**config.mk**
```make
export PLATFORM = sky130hd
export DESIGN_NAME = operand_display_scanner_flat
export DESIGN_NICKNAME = d
export VERILOG_FILES = /design/src/rtl/operand_display_scanner_if.sv /design/src/rtl/operand_display_scanner.sv /design/src/flat_wrapper.sv
export SDC_FILE = /design/constraint.sdc
export NUM_CORES = 1
export LEC_CHECK = 0
export CAP_MARGIN = 10
export CORE_MARGIN = 4
export CORE_UTILIZATION = 50
export CTS_CLUSTER_DIAMETER = 40
export DETAILED_ROUTE_END_ITERATION = 7
export GPL_ROUTABILITY_DRIVEN = 1
export GPL_TIMING_DRIVEN = 0
export PLACE_DENSITY = 0.81
export SLEW_MARGIN = 20
export SYNTH_ARGS = -nofsm -noshare
export SYNTH_HDL_FRONTEND = slang
export SYNTH_SLANG_ARGS = --single-unit
```
**constraint.sdc**
```tcl
create_clock -name clock -period 3.1 [get_ports clock]
set_input_delay 0.31 -clock clock [delete_from_list [all_inputs] [get_ports clock]]
set_output_delay 0.31 -clock clock [all_outputs]
set_load 0.03 [all_outputs]
```
**src/rtl/operand_display_scanner_if.sv**
```systemverilog
// ----------------------------------------------------------------------------
// operand_display_scanner_if
// Bundles the operand load handshake and the display outputs of
// operand_display_scanner.
//   load       : one-cycle request to latch a_in/b_in for display
//   a_in, b_in : operands A and B
//   pending    : a loaded value waits for the next frame boundary
//   load_ack   : one-cycle pulse when new operands become active
//   frame_done : one-cycle pulse at the end of each 4-digit frame
//   seg[0:6]   : active-low segments a..g
//   digit_en   : active-low digit enables, bit i selects digit i
// master = operand-capture side, slave = the scanner.
// ----------------------------------------------------------------------------
interface operand_display_scanner_if;
    logic       load;
    logic [7:0] a_in;
    logic [7:0] b_in;
    logic       pending;
    logic       load_ack;
    logic       frame_done;
    logic [0:6] seg;
    logic [3:0] digit_en;

    modport master (
        output load, a_in, b_in,
        input  pending, load_ack, frame_done, seg, digit_en
    );

    modport slave (
        input  load, a_in, b_in,
        output pending, load_ack, frame_done, seg, digit_en
    );
endinterface

```
**src/rtl/operand_display_scanner.sv**
```systemverilog
// ----------------------------------------------------------------------------
// operand_display_scanner
// Time-multiplexes operands A and B onto a 4-digit common-anode 7-segment
// display (d0=A[3:0], d1=A[7:4], d2=B[3:0], d3=B[7:4]). New operands are
// held in a shadow register and only become visible at a frame boundary, so
// one frame never mixes old and new data.
// Ports:
//   clock : system clock, rising edge
//   reset : asynchronous active-low reset
//   bus   : operand_display_scanner_if.slave (handshake + display outputs)
// Parameters:
//   PRESCALE     : clock cycles per digit slot (>= 2)
//   BLANK_CYCLES : cycles at slot start with all digits off (< PRESCALE)
//   BLANK_LZ     : 1 = blank a zero high nibble of an operand
// All outputs are registered and reflect the pre-edge slot position.
// ----------------------------------------------------------------------------
module operand_display_scanner #(
    parameter int unsigned PRESCALE     = 1000,
    parameter int unsigned BLANK_CYCLES = 1,
    parameter int unsigned BLANK_LZ     = 0
) (
    input  logic                          clock,
    input  logic                          reset,
    operand_display_scanner_if.slave      bus
);

    localparam int unsigned     PW      = $clog2(PRESCALE);
    localparam logic [PW-1:0]   P_LAST  = PW'(PRESCALE - 1);
    localparam logic [PW-1:0]   P_BLANK = PW'(BLANK_CYCLES);

    logic [PW-1:0] p_q, p_d;
    logic [1:0]    d_q, d_d;
    logic [15:0]   shadow_q, shadow_d;   // {A, B}
    logic [15:0]   active_q, active_d;   // {A, B}
    logic          pending_q, pending_d;
    logic          load_ack_q, load_ack_d;
    logic          frame_done_q, frame_done_d;
    logic [0:6]    seg_q, seg_d;
    logic [3:0]    digit_en_q, digit_en_d;

    logic          frame_edge;
    logic [3:0]    nibble;

    function automatic logic [0:6] hex7(input logic [3:0] v);
        logic [0:6] s;
        case (v)
            4'h0:    s = 7'b0000001;
            4'h1:    s = 7'b1001111;
            4'h2:    s = 7'b0010010;
            4'h3:    s = 7'b0000110;
            4'h4:    s = 7'b1001100;
            4'h5:    s = 7'b0100100;
            4'h6:    s = 7'b0100000;
            4'h7:    s = 7'b0001111;
            4'h8:    s = 7'b0000000;
            4'h9:    s = 7'b0000100;
            4'hA:    s = 7'b0001000;
            4'hB:    s = 7'b1100000;
            4'hC:    s = 7'b0110001;
            4'hD:    s = 7'b1000010;
            4'hE:    s = 7'b0110000;
            default: s = 7'b0111000;
        endcase
        return s;
    endfunction

    always_comb begin
        p_d          = p_q + PW'(1);
        d_d          = d_q;
        shadow_d     = shadow_q;
        active_d     = active_q;
        pending_d    = pending_q;
        load_ack_d   = 1'b0;
        frame_edge   = (p_q == P_LAST) && (d_q == 2'd3);
        frame_done_d = frame_edge;

        if (p_q == P_LAST) begin
            p_d = '0;
            d_d = d_q + 2'd1;
        end

        if (bus.load) begin
            shadow_d  = {bus.a_in, bus.b_in};
            pending_d = 1'b1;
        end

        // A load on the boundary edge bypasses the shadow so it is not
        // deferred by a whole frame.
        if (frame_edge) begin
            if (bus.load) begin
                active_d   = {bus.a_in, bus.b_in};
                pending_d  = 1'b0;
                load_ack_d = 1'b1;
            end else if (pending_q) begin
                active_d   = shadow_q;
                pending_d  = 1'b0;
                load_ack_d = 1'b1;
            end
        end

        case (d_q)
            2'd0:    nibble = active_q[11:8];
            2'd1:    nibble = active_q[15:12];
            2'd2:    nibble = active_q[3:0];
            default: nibble = active_q[7:4];
        endcase

        digit_en_d = (p_q < P_BLANK) ? 4'hF : ~(4'b0001 << d_q);
        seg_d      = hex7(nibble);
        // Odd digits carry the high nibble; only the segments blank, the
        // enable still follows the scan.
        if ((BLANK_LZ != 0) && d_q[0] && (nibble == 4'h0)) begin
            seg_d = '1;
        end
    end

    always_ff @(posedge clock or negedge reset) begin
        if (!reset) begin
            p_q          <= '0;
            d_q          <= '0;
            shadow_q     <= '0;
            active_q     <= '0;
            pending_q    <= 1'b0;
            load_ack_q   <= 1'b0;
            frame_done_q <= 1'b0;
            seg_q        <= '1;
            digit_en_q   <= '1;
        end else begin
            p_q          <= p_d;
            d_q          <= d_d;
            shadow_q     <= shadow_d;
            active_q     <= active_d;
            pending_q    <= pending_d;
            load_ack_q   <= load_ack_d;
            frame_done_q <= frame_done_d;
            seg_q        <= seg_d;
            digit_en_q   <= digit_en_d;
        end
    end

    assign bus.pending    = pending_q;
    assign bus.load_ack   = load_ack_q;
    assign bus.frame_done = frame_done_q;
    assign bus.seg        = seg_q;
    assign bus.digit_en   = digit_en_q;

endmodule

```
**src/flat_wrapper.sv**
```systemverilog
// flat-port wrapper written by rule: the top's interface ports become plain ports
module operand_display_scanner_flat 
#(
    parameter int unsigned PRESCALE     = 1000,
    parameter int unsigned BLANK_CYCLES = 1,
    parameter int unsigned BLANK_LZ     = 0
)
  (clock, reset, bus_load, bus_a_in, bus_b_in, bus_pending, bus_load_ack, bus_frame_done, bus_seg, bus_digit_en);
  operand_display_scanner_if bus_i ();
  input  logic clock;
  input  logic reset;
  input wire logic [$bits(bus_i.load)-1:0] bus_load;
  input wire logic [$bits(bus_i.a_in)-1:0] bus_a_in;
  input wire logic [$bits(bus_i.b_in)-1:0] bus_b_in;
  output wire logic [$bits(bus_i.pending)-1:0] bus_pending;
  output wire logic [$bits(bus_i.load_ack)-1:0] bus_load_ack;
  output wire logic [$bits(bus_i.frame_done)-1:0] bus_frame_done;
  output wire logic [$bits(bus_i.seg)-1:0] bus_seg;
  output wire logic [$bits(bus_i.digit_en)-1:0] bus_digit_en;
  assign bus_i.load = bus_load;
  assign bus_i.a_in = bus_a_in;
  assign bus_i.b_in = bus_b_in;
  assign bus_pending = bus_i.pending;
  assign bus_load_ack = bus_i.load_ack;
  assign bus_frame_done = bus_i.frame_done;
  assign bus_seg = bus_i.seg;
  assign bus_digit_en = bus_i.digit_en;
  operand_display_scanner #(.PRESCALE(PRESCALE), .BLANK_CYCLES(BLANK_CYCLES), .BLANK_LZ(BLANK_LZ)) u_core (.clock(clock), .reset(reset), .bus(bus_i));
endmodule
```
==> flow_summary_export.csv <==
group,metric,value,unit
die,core,0.00517,mm^2
clock_tree,cts_buffer_depth,2,
final_timing,setup_viol,0,
power_and_ir_drop,power_density,472,mW/mm^2
setup_path,critical_path_arrival,2.55,ns
clock_tree,hold_buffers,0,
final_timing,hold_viol,0,
placed_design,placed_cells,306,
global_route,grt_max_degree,59,
logic_synthesis,edf_count,0,
placed_design,gp_congestion,0.849,
setup_path,r2r_start,"u_core.d_q[0]",
clock_tree,cts_tree,"yes",
logic_synthesis,top_cells_by_area,"dfrtp_1, dfstp_2, mux2_4, mux2_2, ha_1",
final_timing,rsz0062_at_grt,"no",
setup_path,crit_path_end_kind,"register",
die,num_io_pins,33,
final_timing,maxSlewViolCount,0,
setup_path,r2r_cells,8,
setup_path,reg2reg_to,"u_core.bus.seg[4]",
run,warnings,35,
route,wirelength,4.86,mm
global_route,grt_pass1_wl,8.35,mm
logic_synthesis,synth_dominant_cell_count,"dfrtp_1",
die,die_area,0.00667,mm^2
cells_and_area,diodes,0,
power_and_ir_drop,power,0.00157,W
logic_synthesis,yosysWarnings,0,
route,firstDrtPassIters,5,
logic_synthesis,top_cells_by_count,"dfrtp_1, mux2_2, mux2_4, nand2_1, ha_1",
worst_hold_path,hold_class,"in -> async",
clock_tree,clock_sinks,58,
placed_design,io_buffers,31,
die,std_cell_rows,26,
logic_synthesis,ff_type,"dfrtp_1",
clock_tree,cts_made_buffers,9,
logic_synthesis,ys_seq_share,54.0,%
clock_tree,post-cts-setup-buffer-count,0,
cells_and_area,drive_gt1_share,29.0,%
clock_tree,clk_latency,0.33,ns
clock_tree,root_buffer,"clkbuf_8",
final_timing,finClkSkew,0.0101,ns
final_timing,fin_crit,2.30,ns
logic_synthesis,synth.distinct_cells,39,
clock_tree,htreeDepth,3,
power_and_ir_drop,p_leak,1.47,nW
die,die_height,81.7,um
route,postRouteAntennaNets,0,
route,vias_per_cell,5.15,
setup_path,worstSetupPathType,"reg -> reg",
outcome,status,"finished clean",
logic_synthesis,synth.largest_area_cell,"dfrtp_1",
global_route,antenna_found_initial,0,
placed_design,hpwl,3.27,mm
setup_path,cp_max_fo,5,
cells_and_area,most-common-layout-cells,"dfrtp_1, clkdlybuf4s50_1, mux2_2",
logic_synthesis,syn_inst,205,
logic_synthesis,numSynthFlops,58,
logic_synthesis,syn_avg_cell_area,13.2,um^2
route,drc,0,
global_route,grt_overflow_total,0,
cells_and_area,nets,279,
logic_synthesis,synthesis.nets,237,
global_route,first_global_vias,1703,
setup_path,required,3.35,ns
cells_and_area,layout_top_cell,"dfrtp_1",
logic_synthesis,ys_async_sr_fraction,100,%
logic_synthesis,yosys.area.top_type_share,43.3,%
logic_synthesis,synthesis.area,0.00271,mm^2
logic_synthesis,synth-area-yosys,0.00271,mm^2
power_and_ir_drop,vdd_drop_max,0.390,mV
cells_and_area,stdcell_count,322,
clock_tree,clk_pin_slew,0.06,ns
placed_design,place_ws,0.823,ns
cells_and_area,fillCellCount,395,
cells_and_area,synthToLayoutAreaGrowth,22.2,%
clock_tree,cts-resized-gates,0,
route,drt_iter0_drc,80,
logic_synthesis,ys_cells,205,
final_timing,slew_headroom,53.8,%
final_timing,max_freq,435,MHz
final_timing,tns,0,ns
route,vias,1659,
setup_path,r2r_slack,0.80,ns
run,max-cap-violations,0,
final_timing,period_used_share,74.2,%
==> worst max-delay path, stage by stage (launching register included) <==
cell	delay [ns]
dfrtp_1	0.42
inv_1	0.14
ha_1	0.27
a222oi_1	0.15
mux2i_1	0.37
inv_1	0.19
ha_1	0.23
or3_1	0.36
o21ai_1	0.09
==> per-stage QoR <==
| stage | cell area [um^2] | hold slack [ns] | utilization, % |
|---|---|---|---|
| floorplan | 2710 | 0.0144 | - |
| global placement | 3110 | 0.481 | 60.2 |
| detailed placement | 3110 | 0.402 | 60.1 |
| CTS | 3320 | 0.0404 | 64.1 |
| global route | 3320 | 0.0694 | 64.1 |
| finish | 3320 | 0.0321 | 64.1 |
==> area by class of cell <==
cell class              instances  area, um^2  share of cell area (%)
repair buffers                 31         308                    9.28
flip-flops and latches         58        1470                    44.2
multi-input cells             128        1150                    34.6
clock buffers                  14         173                    5.21
clock inverters                 2        35.0                    1.06
well taps                      70        87.6                    2.64
plain buffers                   7        57.6                    1.74
inverters                      12        45.0                    1.36
==> state kept, by name, indices dropped and copies added (netlist names) <==
signal	flops
u_core.active_q	16
u_core.bus.digit_en	4
u_core.bus.frame_done	1
u_core.bus.load_ack	1
u_core.bus.pending	1
u_core.bus.seg	7
u_core.d_q	2
u_core.p_q	10
u_core.shadow_q	16
==> report_power, final <==
| part | internal [W] | leakage (nW) | switching [W] | total, W |
|---|---|---|---|---|
| clock | 0.000436 | 0.107 | 0.000275 | 0.000712 |
| combinational | 0.0000386 | 0.668 | 0.0000325 | 0.0000711 |
| sequential | 0.000779 | 0.699 | 0.00000507 | 0.000784 |
| total | 0.00125 | 1.47 | 0.000313 | 0.00157 |
==> worst max path at each step <==
| stage | start | depth (start not counted) | slack (ns) | to |
|---|---|---|---|---|
| floorplan | u_core.d_q[0] | 8 | 1.17 | u_core.bus.seg[4] |
| global placement | reset | 1 | 0.03 | u_core.bus.load_ack |
| detailed placement | u_core.d_q[0] | 8 | 0.82 | u_core.bus.seg[4] |
| CTS | u_core.d_q[0] | 8 | 0.80 | u_core.bus.seg[4] |
| global route | u_core.d_q[0] | 8 | 0.59 | u_core.bus.seg[4] |
| finish | u_core.d_q[0] | 8 | 0.80 | u_core.bus.seg[4] |
==> routing by layer <==
layer / global-route usage, % / vias to the layer above / routed length, um
li1: - / 800 / -
met1: 21.2 / 813 / 2090
met2: 26.7 / 40 / 2430
met3: 7.35 / 6 / 287
met4: 6.31 / 0 / 50
met5: 0 / - / 0
==> kinds of logic (layout without fill, tap and decap cells) <==
| family | count (synthesis) | in the layout | synth area share (%) |
|---|---|---|---|
| DFF | 58 | 58 | 54.0 |
| and+or+nand+nor | 44 | 44 | 9.68 |
| muxes | 42 | 42 | 19.0 |
| AOI/OAI and AO/OA | 22 | 22 | 5.26 |
| buffers and inverters | 19 | 66 | 3.78 |
| adders and majority gates | 13 | 13 | 5.99 |
| xor gates and xnor gates | 7 | 7 | 2.26 |
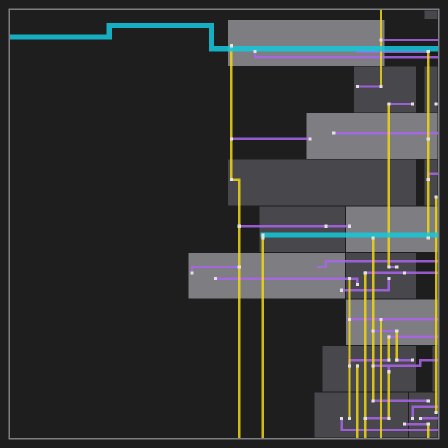
(zoomed window)
Region (8, 49) to (33, 74) um. Cells in grey, sequential cells in the stronger grey; small squares are vias.
[met3] cyan
[met1] purple
[met2] yellow
netlist names of flops here include: u_core.active_q (2), u_core.shadow_q (2)
sequential cells in the window: 5
most frequent: dfrtp_1 (5), mux2_4 (2)
cells with their middle in the window: 13

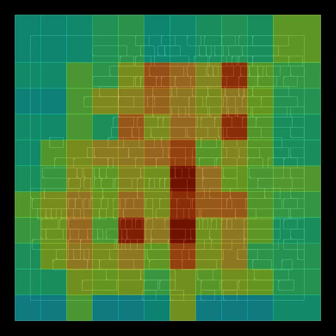
(congestion heat map)
GR Util met2: 26.7%
all-layer global routing usage: 17.1%
share of the core filled with cells: 64.1%
met1 Use GR: 21.2%

Power and IR drop assume default switching activity.
